`config.mk`:
```
export PLATFORM = sky130hd
export DESIGN_NAME = branch_pred_scoreboard
export DESIGN_NICKNAME = d
export VERILOG_FILES = /design/src/rtl/branch_pred_scoreboard.sv
export SDC_FILE = /design/constraint.sdc
export NUM_CORES = 1
export LEC_CHECK = 0
export CAP_MARGIN = 10
export CORE_MARGIN = 1.5
export CORE_UTILIZATION = 50
export DETAILED_ROUTE_END_ITERATION = 8
export PLACE_DENSITY = 0.74
export SYNTH_ARGS = -nofsm -noshare
export SYNTH_HDL_FRONTEND = slang
export SYNTH_SLANG_ARGS = --single-unit
export TNS_END_PERCENT = 1
```
`constraint.sdc`:
```
create_clock -name clk -period 5.6 [get_ports clk]
set_input_delay 0.84 -clock clk [delete_from_list [all_inputs] [get_ports clk]]
set_output_delay 0.84 -clock clk [all_outputs]
set_load 0.01 [all_outputs]
```
`src/rtl/branch_pred_scoreboard.sv`:
```
// Branch predictor monitor: scores each request/prediction/training transaction,
// keeps saturating performance counters and a windowed accuracy figure, and flags protocol errors.
module branch_pred_scoreboard #(
   parameter int CNT_W   = 16,
   parameter int WIN_LEN = 32,
   parameter int TIMEOUT = 64
) (
   input  logic                       clk,
   input  logic                       rst_n,
   input  logic                       clear,
   input  logic                       new_data_avail,
   input  logic                       direction_ground_truth,
   input  logic [7:0]                 inst_lowest_byte,
   input  logic                       mem_reset_done,
   input  logic                       pred_ready,
   input  logic                       prediction,
   input  logic                       training_done,
   output logic [CNT_W-1:0]           total_cnt,
   output logic [CNT_W-1:0]           miss_cnt,
   output logic [CNT_W-1:0]           best_streak,
   output logic [$clog2(WIN_LEN):0]   win_correct,
   output logic                       win_valid,
   output logic [7:0]                 last_addr,
   output logic                       busy,
   output logic                       err_timeout,
   output logic                       err_overlap
);

   localparam int WIN_W = $clog2(WIN_LEN);
   localparam int TMO_W = $clog2(TIMEOUT + 1);

   typedef enum logic [1:0] {WAIT_INIT, IDLE, WAIT_PRED, WAIT_TRAIN} state_t;

   state_t             state;
   logic               nda_q;
   logic               truth_q;
   logic               pred_q;
   logic [7:0]         addr_q;
   logic [TMO_W-1:0]   tmo_cnt;
   logic [CNT_W-1:0]   cur_streak;
   logic [WIN_W-1:0]   win_idx;
   logic [WIN_W:0]     win_cnt;

   function automatic logic [CNT_W-1:0] sat_inc(input logic [CNT_W-1:0] v);
      return (&v) ? v : v + CNT_W'(1);
   endfunction

   logic               req_edge;
   logic               score_now;
   logic               score_pred;
   logic               correct;
   logic [TMO_W-1:0]   tmo_next;
   logic               tmo_hit;
   logic [CNT_W-1:0]   streak_inc;
   logic [WIN_W:0]     win_cnt_next;

   assign req_edge     = new_data_avail & ~nda_q;
   // Scoring requires the predictor to still be initialised; a dropped mem_reset_done aborts instead.
   assign score_now    = mem_reset_done &
                         (((state == WAIT_PRED) & pred_ready & training_done) |
                          ((state == WAIT_TRAIN) & training_done));
   assign score_pred   = (state == WAIT_PRED) ? prediction : pred_q;
   assign correct      = (score_pred == truth_q);
   assign tmo_next     = tmo_cnt + TMO_W'(1);
   assign tmo_hit      = (tmo_next == TMO_W'(TIMEOUT));
   assign streak_inc   = sat_inc(cur_streak);
   assign win_cnt_next = win_cnt + {{WIN_W{1'b0}}, correct};
   assign busy         = (state == WAIT_PRED) | (state == WAIT_TRAIN);

   always_ff @(posedge clk) begin
      if (!rst_n) begin
         state       <= WAIT_INIT;
         nda_q       <= 1'b0;
         truth_q     <= 1'b0;
         pred_q      <= 1'b0;
         addr_q      <= '0;
         tmo_cnt     <= '0;
         cur_streak  <= '0;
         win_idx     <= '0;
         win_cnt     <= '0;
         total_cnt   <= '0;
         miss_cnt    <= '0;
         best_streak <= '0;
         win_correct <= '0;
         win_valid   <= 1'b0;
         last_addr   <= '0;
         err_timeout <= 1'b0;
         err_overlap <= 1'b0;
      end else begin
         nda_q     <= new_data_avail;
         win_valid <= 1'b0;

         case (state)
            WAIT_INIT: begin
               if (mem_reset_done) state <= IDLE;
            end
            IDLE: begin
               if (!mem_reset_done) begin
                  state <= WAIT_INIT;
               end else if (req_edge) begin
                  truth_q <= direction_ground_truth;
                  addr_q  <= inst_lowest_byte;
                  tmo_cnt <= '0;
                  state   <= WAIT_PRED;
               end
            end
            default: begin
               if (!mem_reset_done) begin
                  state <= WAIT_INIT;
               end else if (score_now) begin
                  if (req_edge) begin
                     truth_q <= direction_ground_truth;
                     addr_q  <= inst_lowest_byte;
                     tmo_cnt <= '0;
                     state   <= WAIT_PRED;
                  end else begin
                     state <= IDLE;
                  end
               end else if (req_edge) begin
                  err_overlap <= 1'b1;
                  truth_q     <= direction_ground_truth;
                  addr_q      <= inst_lowest_byte;
                  tmo_cnt     <= '0;
                  state       <= WAIT_PRED;
               end else if ((state == WAIT_PRED) && pred_ready) begin
                  pred_q  <= prediction;
                  tmo_cnt <= tmo_next;
                  state   <= WAIT_TRAIN;
               end else if (tmo_hit) begin
                  err_timeout <= 1'b1;
                  state       <= IDLE;
               end else begin
                  tmo_cnt <= tmo_next;
               end
            end
         endcase

         // Clear is placed last so it overrides both scoring and error setting in the same cycle.
         if (clear) begin
            total_cnt   <= '0;
            miss_cnt    <= '0;
            best_streak <= '0;
            cur_streak  <= '0;
            win_idx     <= '0;
            win_cnt     <= '0;
            win_correct <= '0;
            win_valid   <= 1'b0;
            err_timeout <= 1'b0;
            err_overlap <= 1'b0;
         end else if (score_now) begin
            total_cnt <= sat_inc(total_cnt);
            last_addr <= addr_q;
            if (!correct) begin
               miss_cnt   <= sat_inc(miss_cnt);
               cur_streak <= '0;
            end else begin
               cur_streak <= streak_inc;
               if (streak_inc > best_streak) best_streak <= streak_inc;
            end
            if (win_idx == WIN_W'(WIN_LEN - 1)) begin
               win_correct <= win_cnt_next;
               win_valid   <= 1'b1;
               win_idx     <= '0;
               win_cnt     <= '0;
            end else begin
               win_idx <= win_idx + WIN_W'(1);
               win_cnt <= win_cnt_next;
            end
         end
      end
   end

endmodule

```
### Wiring heat map

Drawn at 3 px/um. The die is cut into 22 by 22 equal tiles; dark blue is low, red is high, scaled to the fullest tile. Values are wire area over tile area, all layers added.
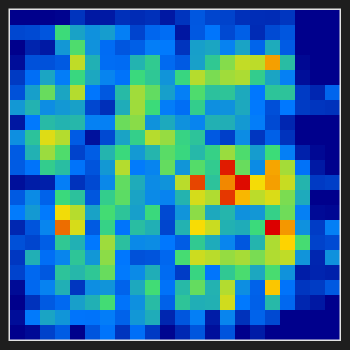
emptiest ninth of the die: north-east
fullest tile: 0.54
densest ninth of the die: center
nearly empty tiles: 9.5%
mean over tiles: 0.17

### Pin placement

Drawn at 4 px/um. Pins as bars across the die edge, other pins in gray.
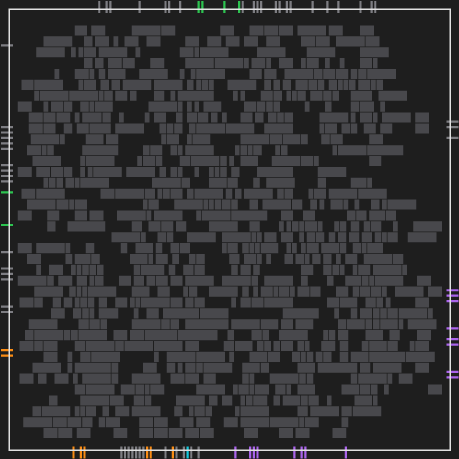
| color | port | pins | direction | edge |
|---|---|---|---|---|
| purple | `best_streak` | 16 | output | 8 south, 8 east |
| green | `win_correct` | 6 | output | 4 north, 2 west |
| orange | `inst_lowest_byte` | 8 | input | 6 south, 2 west |
| cyan | `direction_ground_truth` | 1 | input | south |
all pins by edge: 27 south, 25 north, 20 west, 11 east

### Signal wires on met2

Drawn at 4 px/um. Cells faint in the background.
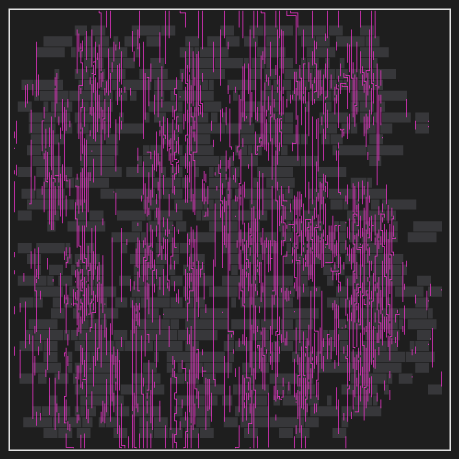
main direction: vertical
wire length on this layer: 6470 um
nets with wire on the layer: 658

==> impl_metrics.json <==
{
  "status": "finished clean",
  "wirelength_mm": 12.78,
  "multi_input_comb_cells": 496,
  "r2r_cells": 13,
  "syn-cell-area_sq_mm": 0.005708,
  "cts_resized": 0,
  "wl_met2_mm": 6.465,
  "cellPowerDensity_mw_per_mm2": 221.5,
  "rsz0062_at_grt": "false",
  "grt_overflow_total": 0,
  "critPathMaxStageDelay_ns": 0.67,
  "crit_type": "reg -> reg",
  "ys_sh_simple": 0.2554,
  "syn_avg_cell_area_sq_um": 8.571,
  "stdcell_area_sq_mm": 0.006892,
  "vias_per_cell": 5.746,
  "cellLeakagePower_nw": 2.397,
  "grt_usage": 0.2236,
  "largest_area_cell": "dfxtp_1",
  "vdd_drop_max_mv": 0.2016,
  "logic_family": "simple AND/OR/NAND/NOR gates",
  "hold_viol_final": 0,
  "cts_made_buffers": 9,
  "nNetsFinal": 766,
  "gp_congestion": 0.8993,
  "yosysWarnings": 0,
  "setup_viol": 0,
  "worst_ep_required_time_ns": 5.85,
  "fin_hold_ws_ns": 0.4595,
  "ctsHoldBuffers": 0,
  "area_dominant_class": "multi-input combinational cells",
  "p_clk_w": 0.000669,
  "met3_usage": 0.05750,
  "slew_headroom": 0.4763,
  "grt_antenna_before_repair": 0,
  "ys_sh_mux": 0.03113,
  "hpwl_mm": 8.760,
  "p_seq_frac": 0.526,
  "synth_top_area_share": 0.3928,
  "maxCapViolations": 0,
  "flop_area_sq_mm": 0.002242,
  "p_sw_w": 0.0003407,
  "clk_share": 0.04484,
  "grt_pass1_wl_mm": 21.53,
  "num-fill-cells": 915,
  "slowest_stage": "a2111oi_4",
  "ys_types": 62,
  "synth.top_cells.by_area": "dfxtp_1 39%, ha_1 5.5%, nor2_1 4.9%",
  "grt_pass1_vias": 4768,
  "total_power_w": 0.001526,
  "clockBufferDepth": 2,
  "synthArstFlopShare": 0,
  "initCoreUtil": 0.5197,
  "cp.arrival_ns": 4.17,
  "ys_top_cells_by_count": "112 x dfxtp_1, 74 x nor2_1, 59 x nand2_1, 43 x nand3_1, 27 x a21oi_1",
  "dpl_cell_area_sq_mm": 0.006583,
  "fp.dieH_um": 109.8,
  "area_growth_pct": 20.74,
  "p_int_w": 0.001186,
  "sh_comb_area": 0.4697,
  "tapCellCount": 140,
  "power_leader": "registers",
  "dp_slack_ns": 1.753,
  "clk_pin_slew_worst_paths_ns": 0.07,
  "die_x_um": 109.8,
  "wl_per_cell_um": 14.70,
  "maxSlewViolCount": 0,
  "finalSetupTns_ns": 0,
  "hp-class": "reg -> reg",
  "htreeDepth": 3,
  "hold_path_depth": 2,
  "r2r_slack_ns": 1.69,
  "wl_met1_mm": 5.625,
  "final-nonclk-buf-share": 0.1245,
  "dp.cells": 853,
  "grtUsageMet1": 0.2696,
  "synth.net_count": 708,
  "dr.max_layer_used": "met4",
  "antenna_cells": 0,
  "nFlopsAndLatches": 112,
  "powerComb_w": 0.0000549,
  "synth_flop_count": 112,
  "core_sq_mm": 0.01098,
  "skew_ns": 0.005871,
  "r2r_end": "best_streak[6]",
  "ys_seq_frac": 0.3928,
  "drtIter0Drc": 287,
  "postCtsSetupBuffers": 0,
  "wl_met3_um": 575,
  "warnings": 27,
  "n_all_buffers": 87,
  "r2r_start": "cur_streak[0]",
  "switching_share": 0.2232,
  "std_cell_rows": 38,
  "grt_max_degree": 66,
  "nClkBuffers": 10,
  "timing.final.ws_setup_ns": 1.689,
  "postRouteAntennaNets": 0,
  "combPwrFrac": 0.036,
  "hold_start": "win_correct[0]",
  "final_cells": 869,
  "lay_top_count": "dfxtp_1",
  "cpLargestDelayFamily": "AND-OR/OR-AND gates",
  "inverters": 18,
  "yosys.cell_count.top_type": "dfxtp_1",
  "fmax_ghz": 0.2557,
  "cp_max_fo": 22,
  "synth_adder_area_share": 0.05480,
  "top_usage_layer": "met2",
  "critPathCaptureType": "flip-flop",
  "edf_count": 0,
  "netlist_instances": 666,
  "p_clk_frac": 0.438,
  "synth_stat.cells": 666,
  "start_kind": "flip-flop",
  "flop_cell": "dfxtp_1",
  "drive_gt1_frac": 0.06036,
  "layout_top_cells": "112 x dfxtp_1, 82 x clkdlybuf4s50_1, 74 x nor2_1, 59 x nand2_1, 43 x nand3_1",
  "final_util": 0.6275,
  "worst-path-buf-inv": 1,
  "min_period_ns": 3.911,
  "io_pins": 83,
  "yosys_area_sq_mm": 0.005708
}
==> tightest hold or removal path, stage by stage, from the launching register on <==
cell and delay (ns):
dfxtp_1 0.32, nand2_1 0.05, a21oi_1 0.05
==> worst max path at each step <==
| stage | startpoint | endpoint | slack (ns) | cells after the start |
|---|---|---|---|---|
| 2_1_floorplan | cur_streak[0] | best_streak[5] | 2.48 | 13 |
| 3_3_place_gp | cur_streak[0] | best_streak[6] | 1.89 | 13 |
| 3_5_place_dp | cur_streak[0] | best_streak[6] | 1.75 | 13 |
| 4_1_cts | cur_streak[0] | best_streak[6] | 1.70 | 13 |
| 5_1_grt | cur_streak[0] | best_streak[6] | 1.36 | 13 |
| 6_report | cur_streak[0] | best_streak[6] | 1.69 | 13 |
